### src/rtl/led_pkg.sv
// led_pkg: shared WS2812 definitions for led_string and led_string_rx.
// Contents: receiver state enum, 48 MHz WS2812 timing constants, colour word type.
package led_pkg;
  typedef enum logic [1:0] {SYNC, IDLE, HIGH, LOW} rx_state_t;
  typedef logic [23:0] color_t;
  localparam int WS_T0H       = 19;
  localparam int WS_T1H       = 38;
  localparam int WS_BIT_CYC   = 60;
  localparam int WS_LATCH_CYC = 2400;
endpackage

### src/rtl/led_rx_sync.sv
// led_rx_sync: din synchronizer, optional majority glitch filter, rise/fall strobes.
// Ports: clk, reset (async active-low), din (async line) -> level (clean line),
//        rise/fall (one-cycle strobes on level edges).
// Macro LED_RX_GLITCH_FILTER_EN: adds a 3-sample majority filter (+1 cycle latency).
module led_rx_sync (
  input  logic clk,
  input  logic reset,
  input  logic din,
  output logic level,
  output logic rise,
  output logic fall
);
  logic s1, s2, prev;
`ifdef LED_RX_GLITCH_FILTER_EN
  logic s3, s4;
  always_ff @(posedge clk or negedge reset)
    if (!reset) {s1, s2, s3, s4, prev} <= '0;
    else {s1, s2, s3, s4, prev} <= {din, s1, s2, s3, level};
  // A lone one-cycle spike never occupies two of the three taps at once.
  assign level = (s2 & s3) | (s2 & s4) | (s3 & s4);
`else
  always_ff @(posedge clk or negedge reset)
    if (!reset) {s1, s2, prev} <= '0;
    else {s1, s2, prev} <= {din, s1, level};
  assign level = s2;
`endif
  assign rise = level & ~prev;
  assign fall = ~level & prev;
endmodule

### src/rtl/led_string_rx.sv
// led_string_rx: WS2812-style single-wire receiver assembling 24-bit colour words.
// Ports: clk, reset (async active-low), din (serial line) -> rgb/rgb_valid/pixel_idx
//        per word, frame_done/frame_pixels per latch gap, err pulse, busy level.
// Macro LED_RX_GLITCH_FILTER_EN: enables the majority glitch filter in led_rx_sync.
module led_string_rx import led_pkg::*; #(
  parameter int T1_MIN_CYC   = 29,
  parameter int HIGH_MIN_CYC = 6,
  parameter int HIGH_MAX_CYC = 50,
  parameter int LATCH_CYC    = WS_LATCH_CYC,
  parameter int CNT_W        = 12,
  parameter int PIX_W        = 8
) (
  input  logic             clk,
  input  logic             reset,
  input  logic             din,
  output color_t           rgb,
  output logic             rgb_valid,
  output logic [PIX_W-1:0] pixel_idx,
  output logic             frame_done,
  output logic [PIX_W-1:0] frame_pixels,
  output logic             err,
  output logic             busy
);
  // cnt holds the number of samples seen in the current high/low run,
  // so the "last" values fire on the sample that reaches the limit.
  localparam logic [CNT_W-1:0] LAST_LO = CNT_W'(LATCH_CYC - 1);
  localparam logic [CNT_W-1:0] LAST_HI = CNT_W'(HIGH_MAX_CYC - 1);
  localparam logic [CNT_W-1:0] T1      = CNT_W'(T1_MIN_CYC);
  localparam logic [CNT_W-1:0] HMIN    = CNT_W'(HIGH_MIN_CYC);
  localparam logic [CNT_W-1:0] ONE     = CNT_W'(1);
  rx_state_t        state;
  logic             level, rise, fall;
  logic [CNT_W-1:0] cnt;
  logic [4:0]       bit_cnt;
  logic [PIX_W-1:0] pix_cnt;
  color_t           sr, nxt_sr;
  led_rx_sync u_sync (.clk(clk), .reset(reset), .din(din), .level(level), .rise(rise), .fall(fall));
  assign nxt_sr = {sr[22:0], cnt >= T1};
  always_ff @(posedge clk or negedge reset) begin
    if (!reset) begin
      state        <= SYNC;
      cnt          <= '0;
      bit_cnt      <= '0;
      pix_cnt      <= '0;
      sr           <= '0;
      rgb          <= '0;
      rgb_valid    <= 1'b0;
      pixel_idx    <= '0;
      frame_done   <= 1'b0;
      frame_pixels <= '0;
      err          <= 1'b0;
      busy         <= 1'b0;
    end else begin
      rgb_valid  <= 1'b0;
      frame_done <= 1'b0;
      err        <= 1'b0;
      case (state)
        SYNC:
          if (level) cnt <= '0;
          else if (cnt == LAST_LO) begin
            cnt   <= '0;
            state <= IDLE;
          end else cnt <= cnt + 1'b1;
        IDLE:
          if (rise) begin
            state   <= HIGH;
            cnt     <= ONE;
            bit_cnt <= '0;
            pix_cnt <= '0;
            busy    <= 1'b1;
          end
        HIGH:
          if (fall && cnt < HMIN || !fall && cnt == LAST_HI) begin
            err   <= 1'b1;
            busy  <= 1'b0;
            cnt   <= '0;
            state <= SYNC;
          end else if (fall) begin
            sr    <= nxt_sr;
            cnt   <= ONE;
            state <= LOW;
            if (bit_cnt == 5'd23) begin
              rgb       <= nxt_sr;
              rgb_valid <= 1'b1;
              pixel_idx <= pix_cnt;
              pix_cnt   <= pix_cnt + 1'b1;
              bit_cnt   <= '0;
            end else bit_cnt <= bit_cnt + 1'b1;
          end else cnt <= cnt + 1'b1;
        LOW:
          if (rise) begin
            cnt   <= ONE;
            state <= HIGH;
          end else if (cnt == LAST_LO) begin
            // A frame ending mid-word drops the partial bits and flags it.
            frame_done   <= 1'b1;
            frame_pixels <= pix_cnt;
            err          <= bit_cnt != 5'd0;
            busy         <= 1'b0;
            cnt          <= '0;
            state        <= IDLE;
          end else cnt <= cnt + 1'b1;
        default: state <= SYNC;
      endcase
    end
  end
endmodule

### config.mk
export PLATFORM = sky130hd
export DESIGN_NAME = led_string_rx
export DESIGN_NICKNAME = d
export VERILOG_FILES = /design/src/rtl/led_pkg.sv /design/src/rtl/led_rx_sync.sv /design/src/rtl/led_string_rx.sv
export SDC_FILE = /design/constraint.sdc
export NUM_CORES = 1
export LEC_CHECK = 0
export CORE_UTILIZATION = 55
export CTS_CLUSTER_DIAMETER = 120
export DETAILED_ROUTE_END_ITERATION = 7
export PLACE_DENSITY_LB_ADDON = 0.05
export SLEW_MARGIN = 40
export SYNTH_ARGS = -nofsm -noshare
export SYNTH_HDL_FRONTEND = slang
export SYNTH_SLANG_ARGS = --single-unit
### constraint.sdc
create_clock -name clk -period 2.98 [get_ports clk]
set_clock_uncertainty 0.15 [all_clocks]
set_input_delay 0.596 -clock clk [delete_from_list [all_inputs] [get_ports clk]]
set_output_delay 0.596 -clock clk [all_outputs]
set_load 0.1 [all_outputs]
==> impl_metrics.json, run 1 <==
{
  "clk_latency_ns": 0.36,
  "top_register": "rgb",
  "use_met2_pct": 32.45,
  "antenna_found_initial": 0,
  "busiest_layer": "met2",
  "powerSeq_mw": 1.35,
  "routed-wl-met2_um": 3706,
  "area_leaders": "dfrtp_1, mux2_2, o21ai_0",
  "r2r_cells": 4,
  "ys.flops": 97,
  "num_antenna_cells": 0,
  "top_cell": "dfrtp_1",
  "yosysWarnings": 0,
  "area_growth_pct": 14.61,
  "power.switching_mw": 0.5523,
  "grt_max_degree": 48,
  "critPathCapture": "sr[8]",
  "use_met3_pct": 4.630,
  "maxSlewHeadroom_pct": 58.60,
  "path_delay_family": "simple AND/OR/NAND/NOR gates",
  "top_layer": "met4",
  "path_clk_slew_ns": 0.10,
  "top_power_group": "registers",
  "common_cells": "dfrtp_1, mux2_2, o21ai_0",
  "fin_crit_ns": 2.351,
  "edf_count": 0,
  "tightestPinTransition_ns": 0.6154,
  "layout_top_cells": "dfrtp_1, mux2_2, buf_4",
  "cts_setup_buffers": 0,
  "worst-path-stages": 4,
  "grt_pass1_wl_um": 13320,
  "grt_pass1_vias": 2731,
  "syn_area_per_cell_um2": 12.31,
  "cp-startpoint": "cnt[4]",
  "start_kind": "flop",
  "cts_resized": 0,
  "status": "completed",
  "grt_util_all_layers_pct": 20.76,
  "cp.arrival_ns": 2.46,
  "swShare_pct": 24.55,
  "endpoint_kind": "flop",
  "register_area_um2": 2427,
  "cts.sinks": 97,
  "fillers": 577,
  "ys_sh_simple_pct": 13.18,
  "powerDensity_nw_per_um2": 455.6,
  "met1_length_um": 3605,
  "netlist_area_um2": 4309,
  "fin_ws_ns": 0.6289,
  "grtUsageMet1_pct": 28.34,
  "p_leak_nw": 2.451,
  "largest_reg_flops": 24,
  "nNonClkBuffers": 51,
  "slew_viol_final": 0,
  "fin_nets": 407,
  "portBuffers": 46,
  "ir_drop_v": 0.0003309,
  "taps": 99,
  "worstSetupPathType": "flop to flop",
  "via_per_inst": 5.592,
  "crit_path_max_fanout": 26,
  "combPwrFrac_pct": 3.4,
  "placed_area_um2": 4728,
  "place.gp.congestion": 0.8349,
  "pg_comb_mw": 0.0773
}
==> run_1/final_placement.png <==
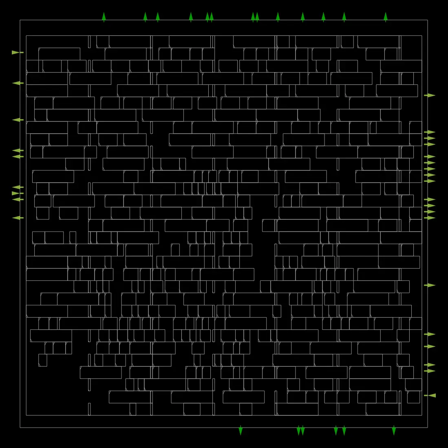
Core Util, Final: 66.66%
Core Footprint: 7408 µm²
Flops: 97

==> run_1/gate_families.png <==
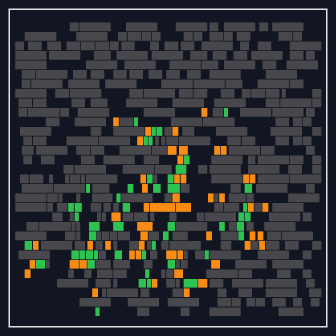
Orange stands for inverting AOI/OAI gates, cells 50, most used o21ai_0. Green stands for NAND gates, cells 48, most used nand2_1.
Commonest Layout Cell: dfrtp_1
Comb area share: 35.42%
count of non-filler cells in the finished layout: 502

==> run_1/cell_classes.png <==
Bar = 20 µm.
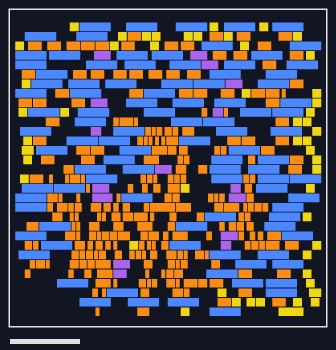
Orange stands for all other logic, cells 239. Purple stands for clock drivers and dummy loads, cells 16. Blue stands for flops, cells 97. Yellow stands for other buffers and delay cells, cells 51.
post-route cell area: 4938 µm²
Seq/total area: 49.15%
# rows: 31

==> run_1/met2.png <==
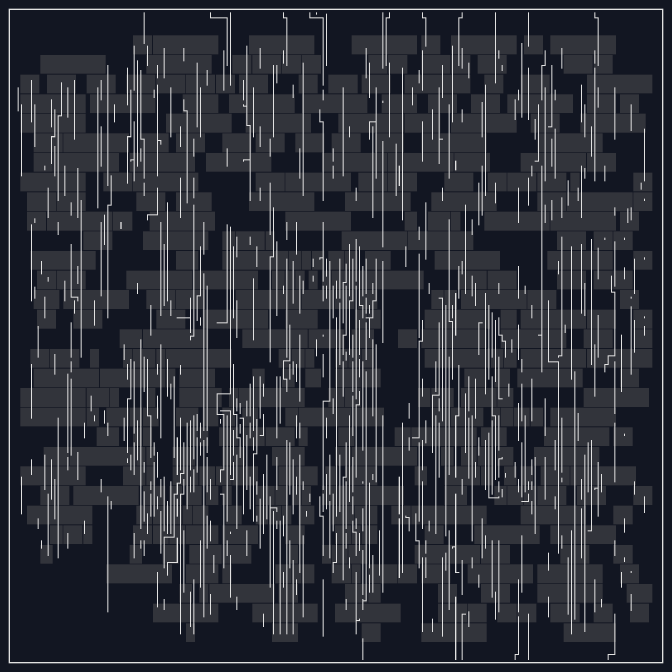
The layer carries 3710 µm of wire. 360 nets have wire on it.

==> run_1/clock_map.png <==
Bar = 20 µm.
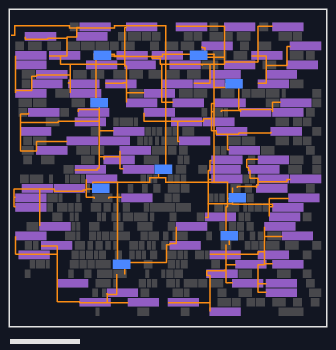

==> run 2: changes to the inputs <==
==> constraint.sdc (replaced) <==
create_clock -name clk -period 2.2 [get_ports clk]
set_clock_uncertainty 0.15 [all_clocks]
set_input_delay 0.44 -clock clk [delete_from_list [all_inputs] [get_ports clk]]
set_output_delay 0.44 -clock clk [all_outputs]
set_load 0.1 [all_outputs]
==> run_2/clock_map.png <==
Bar = 20 µm.
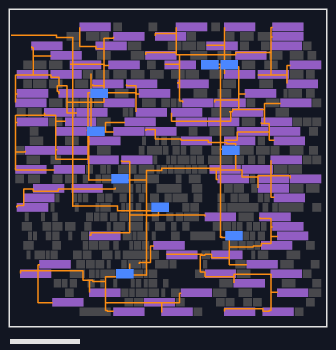
Purple stands for flip-flops, count 97. Orange stands for clock wires, length 1120 µm. Blue stands for cells driving clock nets, count 9.
Position of the flops: widely spread.
clock latency on the worst-skew pair: 0.37 ns
power share of the clock group: 36.6%
Clock Power: 1.13 mW

==> run_2/cell_classes.png <==
Bar = 20 µm.
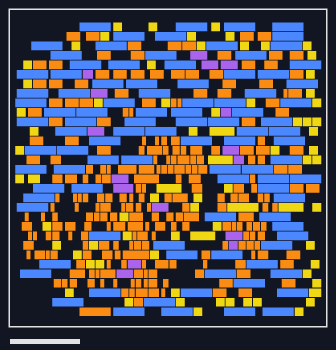
Purple stands for clock drivers and dummy loads, cells 16. Orange stands for all other logic, cells 239. Blue stands for flops, cells 97. Yellow stands for other buffers and delay cells, cells 74.
Seq/total area: 46.41%
post-route cell area: 5230 µm²
Core Util, Final: 70.60%

==> impl_metrics.json, run 2 <==
{
  "status": "completed",
  "critPathCapture": "pix_cnt[4]",
  "via_per_inst": 5.608,
  "rrSetupSlack_ns": 0.01,
  "top_register": "rgb",
  "use_met2_pct": 32.45,
  "grt_max_degree": 41,
  "place.gp.congestion": 0.8452,
  "cts_resized": 0,
  "crit_path_max_fanout": 7,
  "top_cell": "dfrtp_1",
  "cp-startpoint": "cnt[1]",
  "power.switching_mw": 0.7777,
  "r2r_cells": 8,
  "grt_pass1_vias": 2825,
  "path_delay_family": "AND-OR/OR-AND gates",
  "fin_nets": 430,
  "use_met3_pct": 3.872,
  "comb_share_pct": 34.45,
  "met1_length_um": 3823,
  "busiest_layer": "met2",
  "common_cells": "dfrtp_1, mux2_2, o21ai_0",
  "cts.sinks": 97,
  "worst-path-stages": 8,
  "cts_setup_buffers": 0,
  "lay_top_count": "dfrtp_1",
  "grt_pass1_wl_um": 13770,
  "nNonClkBuffers": 74,
  "cp.arrival_ns": 2.34,
  "netlist_area_um2": 4309,
  "ys_sh_simple_pct": 13.18,
  "taps": 99,
  "pg_comb_mw": 0.155,
  "largest_reg_flops": 24,
  "portBuffers": 46,
  "worstSetupPathType": "flop to flop",
  "area_leaders": "dfrtp_1, mux2_2, o21ai_0",
  "fillers": 540,
  "register_area_um2": 2427,
  "tightestPinTransition_ns": 0.6166,
  "finalNonFillerCells": 525,
  "core_area_um2": 7408,
  "top_layer": "met4",
  "path_clk_slew_ns": 0.10,
  "maxSlewHeadroom_pct": 58.51,
  "rows": 31,
  "ir_drop_v": 0.0004118,
  "placed_area_um2": 4921,
  "top_power_group": "registers",
  "num_antenna_cells": 0,
  "fin_crit_ns": 2.186,
  "layout_top_cells": "dfrtp_1, buf_4, mux2_2",
  "yosysWarnings": 0,
  "syn_area_per_cell_um2": 12.31,
  "synth-xor-area-share_pct": 1.423,
  "swShare_pct": 25.09,
  "powerSeq_mw": 1.81,
  "grt_util_all_layers_pct": 21.18,
  "powerDensity_nw_per_um2": 592.6,
  "edf_count": 0,
  "grtUsageMet1_pct": 29.23,
  "routed-wl-met2_um": 3920,
  "fin_ws_ns": 0.01367,
  "slew_viol_final": 0
}
Power is estimated from default activity; no workload was simulated.
